### Placement density heat map, run 1

Scale: 4 px per um. 9 x 9 tiles, from dark blue (low) to red (high), 0 to 100% covered.
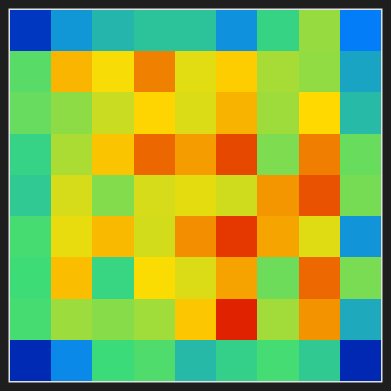
### Cell placement, run 1

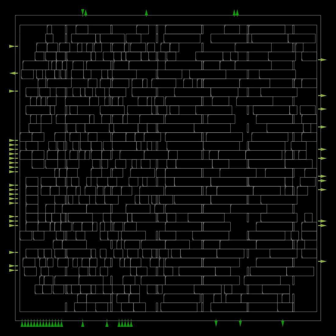
### Placement by cell class, run 1

Scale: 4 px per um.
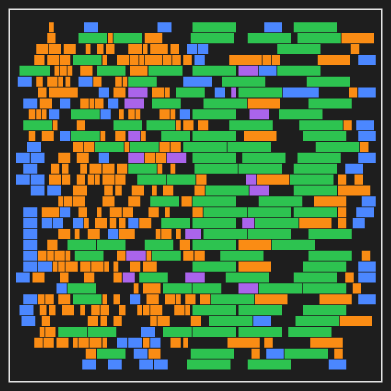
### Signal wires on met1, run 1

Scale: 4 px per um. Supply wires on this layer in gray. Cells faint in the background.
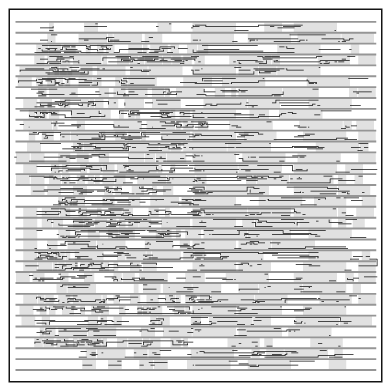
**src/rtl/fir_output_stage.sv**
```systemverilog
// -----------------------------------------------------------------------------
// fir_output_stage
//
// Output stage of the FIR datapath. Every time the datapath pulses its
// sum-ready strobe, the wide accumulator value is captured, scaled back to
// sample width with round-half-up, saturated, and written into a small
// circular FIFO. Samples leave the FIFO over a valid/ready handshake.
// Results that arrive while the FIFO is full and not draining are dropped,
// and a sticky flag records that this happened.
//
// Ports:
//   i_clk              clock; all state changes on the rising edge
//   i_rst              synchronous, active-high reset
//   i_sum_in           signed accumulator value (sum_width bits)
//   i_sum_ready        one-cycle strobe; i_sum_in is valid in the same cycle
//   i_clear_overflow   clears the sticky overflow flag
//   o_out_data         signed output sample at the head of the FIFO
//   o_out_valid        FIFO is not empty
//   i_out_ready        downstream accepts o_out_data this cycle
//   o_fifo_full        FIFO holds fifo_depth entries
//   o_overflow         sticky: at least one result has been dropped
//   o_sat_event        pulse: the sample handled this cycle was clamped
//
// Handshake: a transfer happens on a rising edge where o_out_valid and
// i_out_ready are both high. While o_out_valid is high and i_out_ready is
// low, o_out_data is held stable. o_out_valid never drops without a transfer
// except on reset.
//
// Timing: a strobe sampled at edge N puts the rounded value into stage 1;
// edge N+1 saturates it and writes it into the FIFO, so o_out_valid (if the
// FIFO was empty) and o_sat_event are visible right after edge N+1. There is
// no fall-through from the write path to o_out_data.
// -----------------------------------------------------------------------------
module fir_output_stage #(
  parameter int bit_width  = 16,
  parameter int FIR_order  = 64,
  parameter int fifo_depth = 4
) (
  input  logic                                            i_clk,
  input  logic                                            i_rst,
  input  logic [2*bit_width+$clog2(FIR_order)-1:0]        i_sum_in,
  input  logic                                            i_sum_ready,
  input  logic                                            i_clear_overflow,
  output logic [bit_width-1:0]                            o_out_data,
  output logic                                            o_out_valid,
  input  logic                                            i_out_ready,
  output logic                                            o_fifo_full,
  output logic                                            o_overflow,
  output logic                                            o_sat_event
);

  // ---------------------------------------------------------------------------
  // Derived sizes
  // ---------------------------------------------------------------------------
  localparam int SUM_W = 2*bit_width + $clog2(FIR_order);
  // Rounded value after the shift by (bit_width-1): one guard bit on top of
  // the accumulator, minus the discarded fraction bits.
  localparam int S1_W  = SUM_W + 1 - (bit_width - 1);
  localparam int HI_W  = S1_W - (bit_width - 1);
  localparam int PTR_W = (fifo_depth > 1) ? $clog2(fifo_depth) : 1;
  localparam int CNT_W = $clog2(fifo_depth + 1);

  // Half an output LSB in accumulator scale: adding it before truncation
  // gives round-half-up.
  localparam logic [SUM_W:0] RND_C = {{SUM_W{1'b0}}, 1'b1} << (bit_width - 2);

  localparam logic [CNT_W-1:0] CNT_FULL = CNT_W'(fifo_depth);

  // ---------------------------------------------------------------------------
  // Stage 1: rounding
  // ---------------------------------------------------------------------------
  logic [SUM_W:0]   w_rounded;
  logic [S1_W-1:0]  w_shifted;
  logic             w_unused_lsbs;

  logic [S1_W-1:0]  r_s1;
  logic             r_v1;

  // One extra sign bit keeps the add from wrapping for the most positive
  // accumulator values.
  assign w_rounded = {i_sum_in[SUM_W-1], i_sum_in} + RND_C;

  // Arithmetic shift right by (bit_width-1) is just the upper slice of the
  // sign-extended sum; the fraction bits are discarded.
  assign w_shifted     = w_rounded[SUM_W:bit_width-1];
  assign w_unused_lsbs = ^w_rounded[bit_width-2:0];

  always_ff @(posedge i_clk) begin
    if (i_rst) begin
      r_v1 <= 1'b0;
      r_s1 <= '0;
    end else begin
      r_v1 <= i_sum_ready;
      if (i_sum_ready) begin
        r_s1 <= w_shifted;
      end
    end
  end

  // ---------------------------------------------------------------------------
  // Stage 2: saturation
  // ---------------------------------------------------------------------------
  logic             w_s1_sign;
  logic [HI_W-1:0]  w_s1_hi;
  logic             w_sat_pos;
  logic             w_sat_neg;
  logic [bit_width-1:0] w_sat_val;

  // The value fits in bit_width bits only when the top HI_W bits are all
  // copies of the sign bit.
  assign w_s1_sign = r_s1[S1_W-1];
  assign w_s1_hi   = r_s1[S1_W-1:bit_width-1];
  assign w_sat_pos = !w_s1_sign && (|w_s1_hi);
  assign w_sat_neg =  w_s1_sign && !(&w_s1_hi);

  always_comb begin
    w_sat_val = r_s1[bit_width-1:0];
    if (w_sat_pos) begin
      w_sat_val = {1'b0, {(bit_width-1){1'b1}}};
    end else if (w_sat_neg) begin
      w_sat_val = {1'b1, {(bit_width-1){1'b0}}};
    end
  end

  // ---------------------------------------------------------------------------
  // Output FIFO
  // ---------------------------------------------------------------------------
  logic [bit_width-1:0] r_mem [fifo_depth];
  logic [PTR_W-1:0]     r_wr_ptr;
  logic [PTR_W-1:0]     r_rd_ptr;
  logic [CNT_W-1:0]     r_count;
  logic                 r_overflow;
  logic                 r_sat_event;

  logic w_empty;
  logic w_full;
  logic w_pop;
  logic w_push;
  logic w_drop;

  assign w_empty = (r_count == '0);
  assign w_full  = (r_count == CNT_FULL);
  assign w_pop   = !w_empty && i_out_ready;

  // A pop in the same cycle frees the slot the write needs, so a full FIFO
  // that is draining still accepts the new sample.
  assign w_push  = r_v1 && (!w_full || w_pop);
  assign w_drop  = r_v1 && w_full && !w_pop;

  always_ff @(posedge i_clk) begin
    if (w_push) begin
      r_mem[r_wr_ptr] <= w_sat_val;
    end
  end

  always_ff @(posedge i_clk) begin
    if (i_rst) begin
      r_wr_ptr <= '0;
      r_rd_ptr <= '0;
      r_count  <= '0;
    end else begin
      if (w_push) begin
        r_wr_ptr <= r_wr_ptr + PTR_W'(1);
      end
      if (w_pop) begin
        r_rd_ptr <= r_rd_ptr + PTR_W'(1);
      end
      case ({w_push, w_pop})
        2'b10:   r_count <= r_count + CNT_W'(1);
        2'b01:   r_count <= r_count - CNT_W'(1);
        default: r_count <= r_count;
      endcase
    end
  end

  // ---------------------------------------------------------------------------
  // Status flags
  // ---------------------------------------------------------------------------
  // A drop in the same cycle as a clear request leaves the flag set, so no
  // drop can go unreported.
  always_ff @(posedge i_clk) begin
    if (i_rst) begin
      r_overflow <= 1'b0;
    end else if (w_drop) begin
      r_overflow <= 1'b1;
    end else if (i_clear_overflow) begin
      r_overflow <= 1'b0;
    end
  end

  // Pulses for clamped samples whether they were written or dropped.
  always_ff @(posedge i_clk) begin
    if (i_rst) begin
      r_sat_event <= 1'b0;
    end else begin
      r_sat_event <= r_v1 && (w_sat_pos || w_sat_neg);
    end
  end

  // ---------------------------------------------------------------------------
  // Outputs
  // ---------------------------------------------------------------------------
  // Forced to zero while empty so the stale memory contents never show.
  assign o_out_data  = w_empty ? '0 : r_mem[r_rd_ptr];
  assign o_out_valid = !w_empty;
  assign o_fifo_full = w_full;
  assign o_overflow  = r_overflow;
  assign o_sat_event = r_sat_event;

endmodule

```
**config.mk**
```make
export PLATFORM = sky130hd
export DESIGN_NAME = fir_output_stage
export DESIGN_NICKNAME = d
export VERILOG_FILES = /design/src/rtl/fir_output_stage.sv
export SDC_FILE = /design/constraint.sdc
export NUM_CORES = 1
export LEC_CHECK = 0
export CORE_UTILIZATION = 54
export DETAILED_ROUTE_END_ITERATION = 8
export PLACE_DENSITY_LB_ADDON = 0.12
export SLEW_MARGIN = 0
export SYNTH_ARGS = -nofsm -noshare
export SYNTH_HDL_FRONTEND = slang
export SYNTH_SLANG_ARGS = --single-unit
```
**constraint.sdc**
```tcl
create_clock -name i_clk -period 2.6 [get_ports i_clk]
set_input_delay 0.52 -clock i_clk [delete_from_list [all_inputs] [get_ports i_clk]]
set_output_delay 0.52 -clock i_clk [all_outputs]
set_load 0.01 [all_outputs]
```
==> flow_summary.toml, run 1 <==
# generated from flow reports
[routing]
drc_errors = 0
highest_layer = "met4"
met2_wirelength_mm = 3.878
drt-pass1-iter-count = 5
vias_per_cell = 5.639
met1Wirelength_mm = 3.929
wl_per_cell_um = 15.97
drt-total-wl_mm = 8.178

[job]
drv_cap = 0
tool_warnings = 43

[setup_path]
critPathMaxFanout = 8
cp_data_arrival_time_ps = 1870
critPathRequiredTime_ps = 2080
r2r_end = "r_count[2]"
cp-start-kind = "flop"
r2r_start = "r_count[1]"
reg2regPathDepth = 7
end_kind = "output port"

[yosys]
topCombFamilyByArea = "simple AND/OR/NAND/NOR gates"
synth_area_mm2 = 0.004444
top_cell_area_share = 0.4324
synth.mux.area_fraction = 0.08559
edf_count = 64
yosys_cells = 345
ys_seq_elements = 100
synthArstFlopShare = 0
yosys.area.top_type = "edfxtp_1"
yosysWarnings = 0
top_cells_by_area = "edfxtp_1 (43%), dfxtp_1 (16%), mux4_2 (8.1%), and2_1 (2.8%), nor2_1 (2.8%)"
synth_nets = 394
syn_inst = 345
common_cells = "edfxtp_1 (64), dfxtp_1 (36), nor2_1 (33), and2_1 (20), clkbuf_1 (19)"
most_common_cell = "edfxtp_1"
simple_gate_area_frac = 0.1427
ys_sh_xor = 0.03547
compound_area_frac = 0.09572
flop_cell = "edfxtp_1"
syn_avg_cell_area_um2 = 12.88

[cells_and_area]
areaGrowthSynthToFinish_pct = 21.34
post-route-util = 0.6872
fin_area_mm2 = 0.005393
logic_area_mm2 = 0.001680
nets = 454
lay_top_count = "edfxtp_1"
final_cell_mix = "edfxtp_1 (64), dfxtp_1 (34), nor2_1 (33)"

[floorplan]
initial_utilization = 0.5663
die-area_mm2 = 0.008597
die_x_um = 92.72
io_pins = 63
core-area_mm2 = 0.007848

[clocking]
cts_setup_buffers = 0
numCtsBuffers = 9
h-tree-depth = 3
clkTransAtPathRegs_ps = 100
cts_tree = "built"
cts_hold_buf = 0

[placed_design]
place.detailed.hpwl_mm = 5.377
dp_slack_ps = 0.8040
placed_cell_area_mm2 = 0.005142

[pwr]
vdd_drop_max_v = 0.0003145
power_density_mw_per_mm2 = 602.6
p_leak_nw = 2.011

[final_timing]
clock_skew_ps = 14.08
slew_headroom = 0.1739
worstMarginPinSlew_ps = 1239
fin_crit_sh = 0.9194
maxSlewViolCount = 0
rsz0062_at_grt = "false"
layout_min_cycle_time_ps = 2391
whs_ps = 493.3

[worst_hold_path]
min_from = "r_s1[1]"
hp-class = "reg2reg"
holdPathStages = 2
hold_end = "r_s1[1]"

[global_route]
use_met3 = 0.02874
grt_pass1_vias = 2717
antenna_found_initial = 0
grt_max_degree = 49
grtUsageTotal = 0.1995
grt.busiest_layer = "met2"
met2_usage = 0.3253

[status]
status = "finished, final reports clean"
-- 'Placement density heat map' (at the start) --
tiles over 75% full: 28%
mean over tiles: 61%
densest ninth of the die: center
fullest tile: 96%

-- 'Cell placement' (at the start) --
row count: 32
fin cells: 512
FILL cells: 606
n_taps: 102

-- 'Placement by cell class' (at the start) --
legend:
  orange:
    class: all other logic
    cells: 222
    share_of_their_area: 32%
  blue:
    class: other buffers and delay cells
    cells: 72
    share_of_their_area: 14%
  green:
    class: flip-flops
    cells: 100
    share_of_their_area: 50%
  purple:
    class: clock drivers and dummy loads
    cells: 16
    share_of_their_area: 3.5%

-- 'Signal wires on met1' (at the start) --
share of all routed wire: 48%
main direction: horizontal
longest straight run: 31.3 um

## run 1: power breakdown
part           switching [W]  internal (W)
Combinational       0.000246      0.000270
Clock               0.000549      0.000367
Sequential         0.0000387       0.00178
## run 1: critical path, cell delays in order (launching register included)
cell and delay [ps]:
dfxtp_4 390, clkbuf_16 170, mux4_2 510, and2_1 170, dlygate4sd2_1 270
## run 1: cell type report
cell class	instances	area share
clock buffers	10	0.02367
inverters	7	0.004872
flip-flops and latches	100	0.4910
repair buffers	72	0.1348
well taps	102	0.02367
multi-input cells	215	0.3116
clock inverters	6	0.01044
## run 1: registers in the layout, indices dropped and copies added, names as in the netlist, named ones only
name and flops:
r_count 3, r_rd_ptr 2, r_mem 64, r_v1 1, o_sat_event 1, o_overflow 1, r_s1 24, r_wr_ptr 2
--- run 2 (diff from run 1) ---
CORE_UTILIZATION = 45   (was 54)
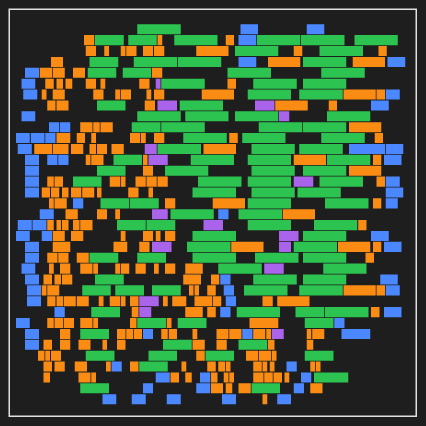
*Placement by cell class, run 2*
Scale: 4 px per um.
legend:
  purple:
    class: clock drivers and dummy loads
    cells: 16
    share_of_their_area: 3.5%
  blue:
    class: other buffers and delay cells
    cells: 72
    share_of_their_area: 14%
  orange:
    class: all other logic
    cells: 222
    share_of_their_area: 32%
  green:
    class: flip-flops
    cells: 100
    share_of_their_area: 50%

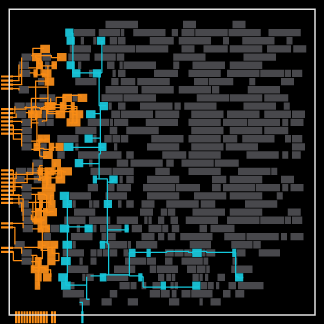
*Wires at chosen ports, followed through buffers, run 2*
Scale: 3 px per um.
legend:
  orange:
    port: i_sum_in
    bits: 38
    direction: input
    edge: 24 left, 14 bottom
    end_cells: 57
    buffers: 28
    wire: 635 um
  cyan:
    port: i_rst
    bits: 1
    direction: input
    edge: bottom
    end_cells: 35
    buffers: 2
    wire: 304 um

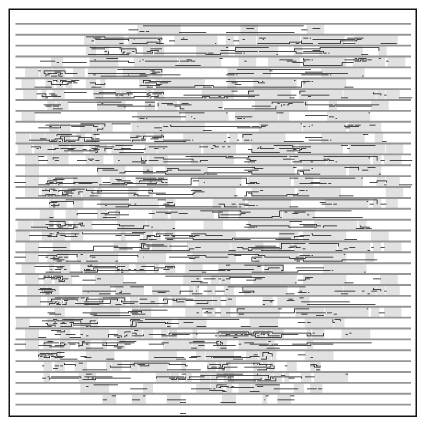
*Signal wires on met1, run 2*
Scale: 4 px per um. Supply wires on this layer in gray. Cells faint in the background.
longest straight run: 40.0 um
main direction: horizontal
wire length on this layer: 3720 um
nets with wire on the layer: 386

==> flow_summary.toml, run 2 <==
# generated from flow reports
[status]
status = "finished, final reports clean"

[cells_and_area]
bufAreaShareNonClock = 0.1333
dominant_cells = "sequential cells"
nets = 454
logic_gate_count = 215
regMostFlops = "r_mem"
flops = 100
clockNetworkAreaShare = 0.03349
clock_buffers = 9
instances_no_fill = 539
seq_share = 0.4885

[job]
tool_warnings = 43

[setup_path]
cp_data_arrival_time_ps = 2020
cp_cell_sequence = "clkbuf_16 > mux4_2 > and2_1 > clkdlybuf4s50_1"
slowest_delay_ps = 480
critPathMaxFanout = 8
end_kind = "output port"
cp_slowest_cell = "mux4_2"

[placed_design]
placed_cell_area_mm2 = 0.005169
dp_slack_ps = 12.95

[global_route]
antenna_found_initial = 0
grt_max_degree = 49
met2_usage = 0.2815
grt.busiest_layer = "met2"

[final_timing]
fin_crit_sh = 0.9773

[pwr]
comb-power_w = 0.000517
seq-power_w = 0.00182
internal_power_w = 0.002415

[clocking]
clkTransAtPathRegs_ps = 100
cts_setup_buffers = 0
cts_tree = "built"
numCtsBuffers = 9

[yosys]
syn_avg_cell_area_um2 = 12.88
top_cell_area_share = 0.4324
most_common_cell = "edfxtp_1"
yosysWarnings = 0
flop_cell = "edfxtp_1"

[floorplan]
rows = 35
initial_utilization = 0.4720
die-area_mm2 = 0.01028
-- run 2: cell counts after synthesis --
Identical to the previous run, type by type.
-- run 2: worst paths after layout --
kind,depth (start not counted),end,start
max reg2reg,7,r_count[2],r_count[0]
max,4,o_out_data[7],flop
min,2,r_s1[8],r_s1[8]
min reg2reg,2,r_s1[8],r_s1[8]
-- run 2: cells by family (layout without fill, tap and decap cells) --
| kind of cell | after synthesis | in the layout | share of synthesized area |
|---|---|---|---|
| AND/OR/NAND/NOR | 114 | 114 | 0.1427 |
| flip-flops | 100 | 100 | 0.5946 |
| AND-OR/OR-AND | 59 | 59 | 0.09572 |
| buffers and inverters | 30 | 95 | 0.02731 |
| XOR/XNOR | 18 | 18 | 0.03547 |
| multiplexers | 18 | 18 | 0.08559 |
| adder cells (fa/ha/maj) | 6 | 6 | 0.01858 |
--- run 3 (diff from run 2) ---
clock period = 2.11 ns   (was 2.6 ns; I/O delays follow)
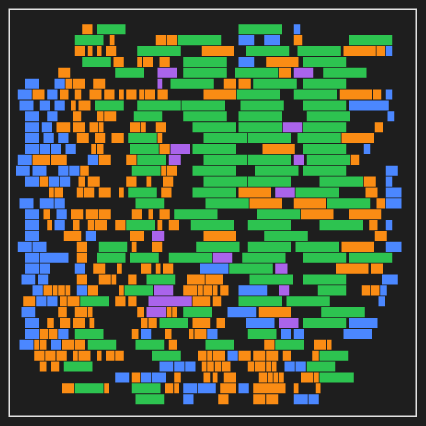
*Placement by cell class, run 3*
Scale: 4 px per um.
legend:
  green:
    class: flip-flops
    cells: 100
    share_of_their_area: 48%
  orange:
    class: all other logic
    cells: 222
    share_of_their_area: 31%
  purple:
    class: clock drivers and dummy loads
    cells: 16
    share_of_their_area: 3.6%
  blue:
    class: other buffers and delay cells
    cells: 98
    share_of_their_area: 17%

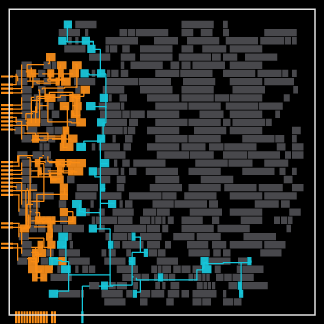
*Wires at chosen ports, followed through buffers, run 3*
Scale: 3 px per um.
legend:
  cyan:
    port: i_rst
    bits: 1
    direction: input
    edge: bottom
    end_cells: 35
    buffers: 3
    wire: 305 um
  orange:
    port: i_sum_in
    bits: 38
    direction: input
    edge: 24 left, 14 bottom
    end_cells: 57
    buffers: 41
    wire: 718 um

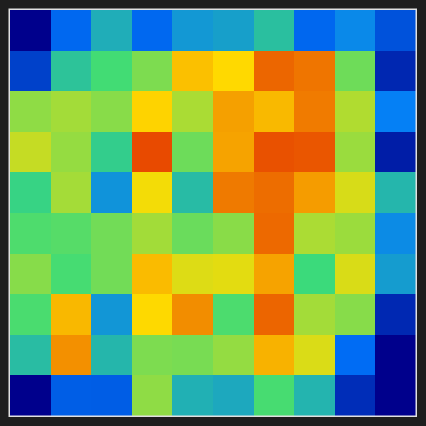
*Placement density heat map, run 3*
Scale: 4 px per um. 10 x 10 tiles, from dark blue (low) to red (high), 0 to 100% covered.
mean over tiles: 54%
fullest tile: 92%
emptiest ninth of the die: lower right

==> flow_summary.toml, run 3 <==
# generated from flow reports
[worst_hold_path]
hp-class = "reg2reg"
holdPathStages = 2
min_from = "r_s1[2]"

[job]
drv_cap = 0

[global_route]
antenna_found_initial = 0
grtUsageTotal = 0.1683
grt_pass1_vias = 2757

[setup_path]
cpLargestDelayFamily = "multiplexers"
critPathRequiredTime_ps = 1690
crit_buf_inv = 2
reg2regPathDepth = 7
cp_data_arrival_time_ps = 1720
cp.depth = 4
critPathMaxFanout = 8

[pwr]
power_density_mw_per_mm2 = 728.3
maxPowerGroup = "sequential cells"
p_leak_nw = 1.972
comb-power_w = 0.000695
seqPwrFrac = 0.541
swShare = 0.2425

[yosys]
syn_inst = 345
syn_avg_cell_area_um2 = 12.88
ys_seq_elements = 100
flop_cell = "edfxtp_1"
synthArstFlopShare = 0
yosys_cells = 345
top_cells_by_area = "edfxtp_1 (43%), dfxtp_1 (16%), mux4_2 (8.1%), and2_1 (2.8%), nor2_1 (2.8%)"
yosys.area.top_type = "edfxtp_1"
edf_count = 64

[cells_and_area]
regMostFlops = "r_mem"
n_all_inverters = 7
nets = 480
reg_top3 = "r_mem x64, r_s1 x24, r_count x3"
final_cell_mix = "edfxtp_1 (64), buf_4 (42), dfxtp_1 (35)"
sh_comb_area = 0.3010
lay_top_count = "edfxtp_1"
clock_buffers = 10
areaGrowthSynthToFinish_pct = 27.51
signal_buffers = 98

[final_timing]
setup_viol = 7
layout_min_cycle_time_ps = 2137
setup_slack_ps = -27.12
worstMarginPinSlew_ps = 1120
fin_crit_sh = 1.013

[routing]
drt-pass1-iter-count = 4
drc_errors = 0
highest_layer = "met4"

[floorplan]
nWellTaps = 129
core-area_mm2 = 0.009415
die-area_mm2 = 0.01028

[placed_design]
place.detailed.hpwl_mm = 5.729
dp_slack_ps = -245.5

[status]
status = "finished, violations left"
violations = "negative setup slack"

[clocking]
cts_hold_buf = 0
h-tree-depth = 3
cts_setup_buffers = 0
[run 3: cell count changes in the layout (fill, tap and decap cells not counted), sizes merged]
| cell | previous run | this run |
|---|---|---|
| bufinv | 0 | 1 |
| clkinvlp | 1 | 2 |
| inv | 11 | 9 |
| clkdlybuf4s50 | 34 | 30 |
| clkinv | 2 | 1 |
| dlymetal6s2s | 13 | 1 |
| buf | 23 | 66 |
[run 3: metrics by stage]
stage	utilization	instance area (um^2)
after floorplan	-	4476
after global placement	0.5793	5454
after detailed placement	0.5793	5454
after CTS	0.5979	5629
after global routing	0.6019	5667
final	0.6019	5667
[run 3: kinds of logic after synthesis]
kind of cell	Yosys count	share of synthesized area
buf+inv	30	0.02731
compound gates	59	0.09572
simple gates	114	0.1427
mux	18	0.08559
fa+ha+maj	6	0.01858
xor+xnor	18	0.03547
flops	100	0.5946
Power and IR drop assume default switching activity.
